<file path="src/rtl/fetch_unit_pkg.sv">
// Shared definitions for the fetch stage and the ALU-facing branch flags.
package fetch_unit_pkg;

  typedef enum logic [1:0] {
    IDLE  = 2'd0,
    REQ   = 2'd1,
    VALID = 2'd2,
    ERR   = 2'd3
  } fetch_state_t;

  // Flag pair produced by the ALU comparator for conditional branches.
  typedef struct packed {
    logic eq_flag;
    logic less_flag;
  } alu_flags_t;

  // Branch funct3 encodings.
  localparam logic [2:0] F3_BEQ  = 3'b000;
  localparam logic [2:0] F3_BNE  = 3'b001;
  localparam logic [2:0] F3_BLT  = 3'b100;
  localparam logic [2:0] F3_BGE  = 3'b101;
  localparam logic [2:0] F3_BLTU = 3'b110;
  localparam logic [2:0] F3_BGEU = 3'b111;

  localparam logic [31:0] RESET_PC_DEFAULT = 32'h0000_0000;
  localparam logic [31:0] INSTR_BYTES      = 32'd4;

endpackage

</file>
<file path="src/rtl/fetch_unit_branch_resolve.sv">
// Decides whether a resolved conditional branch is taken from its funct3 and ALU flags.
module branch_resolve
  import fetch_unit_pkg::*;
(
  input  logic [2:0] branch_type,
  input  logic       eq_flag,
  input  logic       less_flag,
  output logic       taken
);

  // Signed and unsigned compares share one less_flag; unknown funct3 is never taken.
  always_comb begin
    taken = 1'b0;
    case (branch_type)
      F3_BEQ:            taken = eq_flag;
      F3_BNE:            taken = ~eq_flag;
      F3_BLT, F3_BLTU:   taken = less_flag;
      F3_BGE, F3_BGEU:   taken = ~less_flag | eq_flag;
      default:           taken = 1'b0;
    endcase
  end

endmodule

</file>
<file path="src/rtl/fetch_unit.sv">
// Instruction fetch stage: PC, imem req/ack fetch, decode valid/ready, branch/jump redirect.
module fetch_unit
  import fetch_unit_pkg::*;
#(
  parameter logic [31:0] RESET_PC = RESET_PC_DEFAULT
) (
  input  logic        clk,
  input  logic        nRst,
  output logic        imem_req,
  output logic [31:0] imem_addr,
  input  logic        imem_ack,
  input  logic [31:0] imem_rdata,
  output logic [31:0] instr,
  output logic        instr_valid,
  input  logic        instr_ready,
  output logic [31:0] pc_out,
  input  logic        branch_valid,
  input  logic [2:0]  branch_type,
  input  logic        eq_flag,
  input  logic        less_flag,
  input  logic [31:0] branch_target,
  input  logic        jump_valid,
  input  logic [31:0] jump_target,
  input  logic        halt,
  output logic        fetch_err
);

  fetch_state_t state_q, state_d;
  logic [31:0]  pc_q, pc_d;
  logic [31:0]  instr_q, instr_d;
  logic [31:0]  pc_out_q, pc_out_d;
  logic         branch_taken;
  logic         redirect;
  logic [31:0]  redirect_target;

  branch_resolve u_branch_resolve (
    .branch_type (branch_type),
    .eq_flag     (eq_flag),
    .less_flag   (less_flag),
    .taken       (branch_taken)
  );

  // Jumps win over branches when both arrive in the same cycle.
  always_comb begin
    redirect        = jump_valid | (branch_valid & branch_taken);
    redirect_target = jump_valid ? jump_target : branch_target;
  end

  // Next-state logic; a redirect overrides any same-cycle ack or ready handshake.
  always_comb begin
    state_d  = state_q;
    pc_d     = pc_q;
    instr_d  = instr_q;
    pc_out_d = pc_out_q;
    if (state_q != ERR && redirect) begin
      if (redirect_target[1:0] != 2'b00) begin
        state_d = ERR;
      end else begin
        pc_d    = redirect_target;
        state_d = halt ? IDLE : REQ;
      end
    end else begin
      case (state_q)
        IDLE: begin
          if (!halt) state_d = REQ;
        end
        REQ: begin
          if (imem_ack) begin
            instr_d  = imem_rdata;
            pc_out_d = pc_q;
            state_d  = VALID;
          end
        end
        VALID: begin
          if (instr_ready) begin
            pc_d    = pc_q + INSTR_BYTES;
            state_d = halt ? IDLE : REQ;
          end
        end
        default: state_d = ERR;
      endcase
    end
  end

  // State and datapath registers; reset abandons any in-flight request.
  always_ff @(posedge clk or negedge nRst) begin
    if (!nRst) begin
      state_q  <= IDLE;
      pc_q     <= RESET_PC;
      instr_q  <= 32'h0;
      pc_out_q <= RESET_PC;
    end else begin
      state_q  <= state_d;
      pc_q     <= pc_d;
      instr_q  <= instr_d;
      pc_out_q <= pc_out_d;
    end
  end

  assign imem_req    = (state_q == REQ);
  assign imem_addr   = pc_q;
  assign instr_valid = (state_q == VALID);
  assign instr       = instr_q;
  assign pc_out      = pc_out_q;
  assign fetch_err   = (state_q == ERR);

endmodule

</file>
<file path="config.mk">
export PLATFORM = sky130hd
export DESIGN_NAME = fetch_unit
export DESIGN_NICKNAME = d
export VERILOG_FILES = /design/src/rtl/fetch_unit_pkg.sv /design/src/rtl/fetch_unit_branch_resolve.sv /design/src/rtl/fetch_unit.sv
export SDC_FILE = /design/constraint.sdc
export NUM_CORES = 1
export LEC_CHECK = 0
export ABC_AREA = 1
export CAP_MARGIN = 15
export CORE_ASPECT_RATIO = 0.9
export CORE_MARGIN = 5
export CORE_UTILIZATION = 44
export DETAILED_ROUTE_END_ITERATION = 6
export HOLD_SLACK_MARGIN = 0.02
export PLACE_DENSITY_LB_ADDON = 0.2
export SLEW_MARGIN = 30
export SYNTH_ARGS = -nofsm -noshare
export SYNTH_HDL_FRONTEND = slang
export SYNTH_HIERARCHICAL = 1
export SYNTH_SLANG_ARGS = --single-unit
</file>
<file path="constraint.sdc">
create_clock -name clk -period 1.6 [get_ports clk]
set_input_delay 0.4 -clock clk [delete_from_list [all_inputs] [get_ports clk]]
set_output_delay 0.4 -clock clk [all_outputs]
set_load 0.1 [all_outputs]
</file>
==> results.yml, run 1 <==
# generated from flow reports
timing:
  fin_crit_ps: 1660
  setup_viol: 21
  skew_ps: 10.6
  fmax_mhz: 603
  setup_ws_ps: -57.9
grt:
  grtUsageMet2: 0.519
  globalRouteMet3Util: 0.0549
route:
  vias_per_cell: 5.54
  drcViolationCount: 0
  dr.pass1.iters: 5
  drt_wl_total_um: 22800
clocking:
  clockBufferDepth: 2
  cts_tree: "built"
  clock_latency_ps: 350
  cts_sinks: 98
  path_clk_slew_ps: 80
  cts_resized: 69
synthesis:
  synth_chip_area_mm2: 0.00513
  compound_area_frac: 0.104
  ys_seq_frac: 0.478
  synth.most_common_cell: "nand2_1"
  common_cells: "nand2_1, dfrtp_1, nor2_1, inv_1, o21ai_0"
  yosysCellCount: 660
  netlist_instances: 660
  syn_area_per_cell_um2: 7.77
  top_area_cell: "dfrtp_1"
cells_and_area:
  fillers: 549
  nMultiInputCombCells: 474
  final_cells: 1092
  sh_comb_area: 0.280
  comb_area_mm2: 0.00279
  flop_area_mm2: 0.00249
  clkCellAreaFrac: 0.0290
  nNonClkInverters: 61
  final_common_cell: "nand2_1"
  n_antenna_cell: 0
  largest_class: "non-clock buffers"
  design_area_mm2: 0.00995
setup_path:
  r2r_setup_slack_ps: -60
  critical_path_class: "flip-flop to flip-flop"
  crit_required_ps: 1840
  r2r_end: "imem_addr[14]"
  endpoint: "imem_addr[14]"
  critPathSlowestCell: "dfrtp_4"
  cp.arrival_ps: 1890
  r2r-start: "imem_addr[2]"
  r2r.worst_path.cells: 10
outcome:
  violations: "negative setup slack"
  run_status: "complete, but fails checks"
floorplan:
  dieArea_mm2: 0.0139
  num_rows: 37
  chipWidth_um: 124
  chipHeight_um: 112
job:
  tool_warnings: 29
  drv_cap: 0
place:
  place_hpwl_um: 14400
  gp_congestion: 0.879
Figure 1. Register map, names as in the netlist (run 1).
Other sequential cells in the stronger grey, the rest of the logic in the fainter grey.
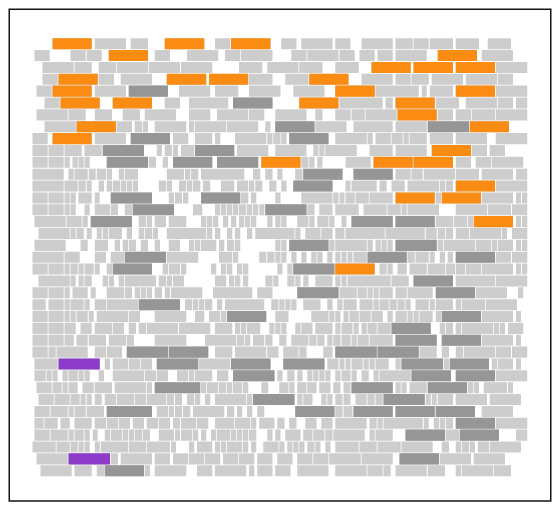
- orange: instr (placed flops 32)
- purple: state_q (placed flops 2)
- not coloured: 64

Figure 2. Cell placement (run 1).
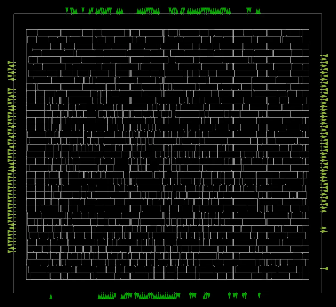
Core Region: 0.0114 mm2
Core Util, Final: 0.870

Figure 3. Placement by cell class (run 1).
Fill, decap, tap and diode cells in grey.
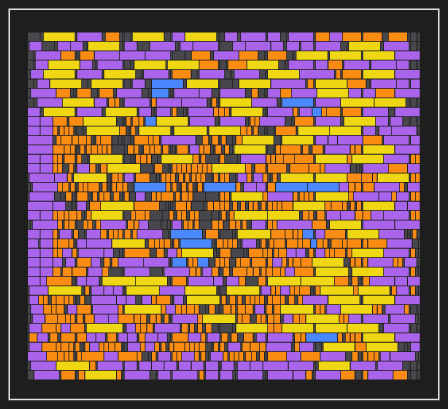
- purple: other buffers and delay cells (cells 287)
- blue: clock drivers and dummy loads (cells 16)
- yellow: flip-flops (cells 98)
- orange: all other logic (cells 535)

==> run 2, diff against run 1 <==
--- a/config.mk
+++ b/config.mk
@@ -9,7 +9,8 @@
 export CAP_MARGIN = 15
 export CORE_ASPECT_RATIO = 0.9
 export CORE_MARGIN = 5
-export CORE_UTILIZATION = 44
+export CORE_UTILIZATION = 35
+export CTS_CLUSTER_SIZE = 14
 export DETAILED_ROUTE_END_ITERATION = 6
 export HOLD_SLACK_MARGIN = 0.02
 export PLACE_DENSITY_LB_ADDON = 0.2
==> run 2 against run 1 <==
Net effect:
- the run still ends with negative setup slack left
- highest routed layer unchanged
- area after synthesis unchanged
- first-iteration DRC count down 35%
- largest cell class unchanged
- non-clock buffer count down 4
- wire length down 19%
- hold slack worse by 45 ps
- setup slack better by 17 ps
- utilization down 20 points
- die area up 23%
- critical endpoint is now instr_valid
- critical path depth down 6
- sequential share of layout area up 0.55 points
==> results.yml, run 2 <==
# generated from flow reports
outcome:
  run_status: "complete, but fails checks"
  violations: "negative setup slack"
synthesis:
  synth_chip_area_mm2: 0.00513
  syn_area_per_cell_um2: 7.77
  yosysCellCount: 660
  common_cells: "nand2_1, dfrtp_1, nor2_1, inv_1, o21ai_0"
  fp_nets: 769
  ys_seq_frac: 0.478
  top_area_cell: "dfrtp_1"
  synth.most_common_cell: "nand2_1"
  topCombFamilyByArea: "simple AND/OR/NAND/NOR gates"
  netlist_instances: 660
  compound_area_frac: 0.104
  ys_sh_adder: 0.00244
floorplan:
  chipWidth_um: 138
  num_rows: 42
  dieArea_mm2: 0.0172
  chipHeight_um: 125
  fp.coreArea_mm2: 0.0146
grt:
  grtUsageMet2: 0.338
  overflow: 0
  grt_max_degree: 36
  globalRouteMet3Util: 0.0452
  grt_use_total: 0.207
job:
  drv_cap: 0
  tool_warnings: 29
setup_path:
  crit_family: "flip-flops"
  crit_required_ps: 1200
  cp.arrival_ps: 1240
  r2r_end: "instr[14]"
  r2r_setup_slack_ps: 30
  critical_path_class: "flip-flop to output pin"
  critical_path_buf_inv_count: 3
  crit_start: "state_q[0]"
  r2r-start: "state_q[1]"
  endpoint: "instr_valid"
  cp_cell_sequence: "inv_2 > nand2_4 > clkinvlp_4 > buf_12"
  critPathSlowestCell: "dfrtp_2"
  r2r.worst_path.cells: 7
cells_and_area:
  sh_seq_area: 0.256
  n_antenna_cell: 0
  fillers: 1129
  nMultiInputCombCells: 475
  final_core_util: 0.669
  final_cells: 1131
  comb_area_mm2: 0.00265
  largest_class: "non-clock buffers"
  sh_comb_area: 0.272
  nNonClkInverters: 61
  final_common_cell: "nand2_1"
  design_area_mm2: 0.00974
  clkCellAreaFrac: 0.0285
  flop_area_mm2: 0.00249
timing:
  setup_viol: 1
  finalClockPeriodUsage: 1.03
  relSlewSlack: 0.658
  setup_ws_ps: -40.6
  fmax_mhz: 610
  tns_ps: -40.6
  fin_crit_ps: 1640
  skew_ps: 6.16
route:
  vias_per_cell: 4.85
  met2_length_um: 8730
  drt_wl_total_um: 18500
  antenna_left: 0
  dr.pass1.iters: 5
  drcViolationCount: 0
clocking:
  cts_tree: "built"
  clock_latency_ps: 350
  cts_sinks: 98
  cts_resized: 42
  path_clk_slew_ps: 70
  clockBufferDepth: 2
place:
  placed_area_mm2: 0.00892
  place_inst: 1087
  place_hpwl_um: 14100
  gp_congestion: 0.854
Figure 4. Wiring heat map (run 2).
Bar = 50 um. 28 x 25 tiles, from black (low) to pale yellow (high), scaled to the fullest tile. Values are wire area over tile area, all layers added.
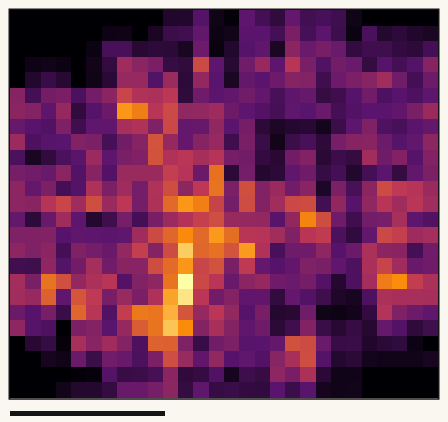
- emptiest ninth of the die: north-west
- mean over tiles: 0.17
- densest ninth of the die: centre

Figure 5. Zoomed window (run 2).
Bar = 20 um. Window x 9 to 59, y 6 to 56 um. Cells in grey, sequential cells in the stronger grey; small squares are vias.
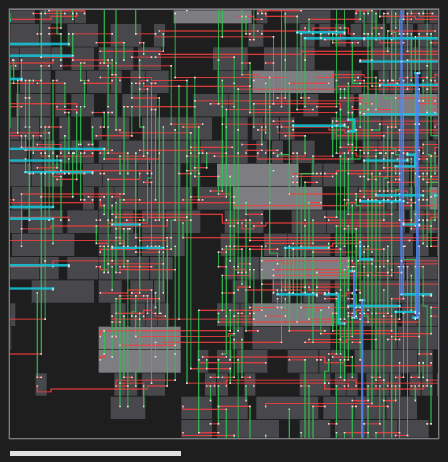
- cyan: met3
- blue: met4
- red: met1
- green: met2
- sequential cells in the window: 9
- most frequent: nand2_1 (46), clkdlybuf4s50_1 (24), buf_4 (23)
- cells with their middle in the window: 232
- netlist names of flops here include: imem_addr (7), state_q (2)

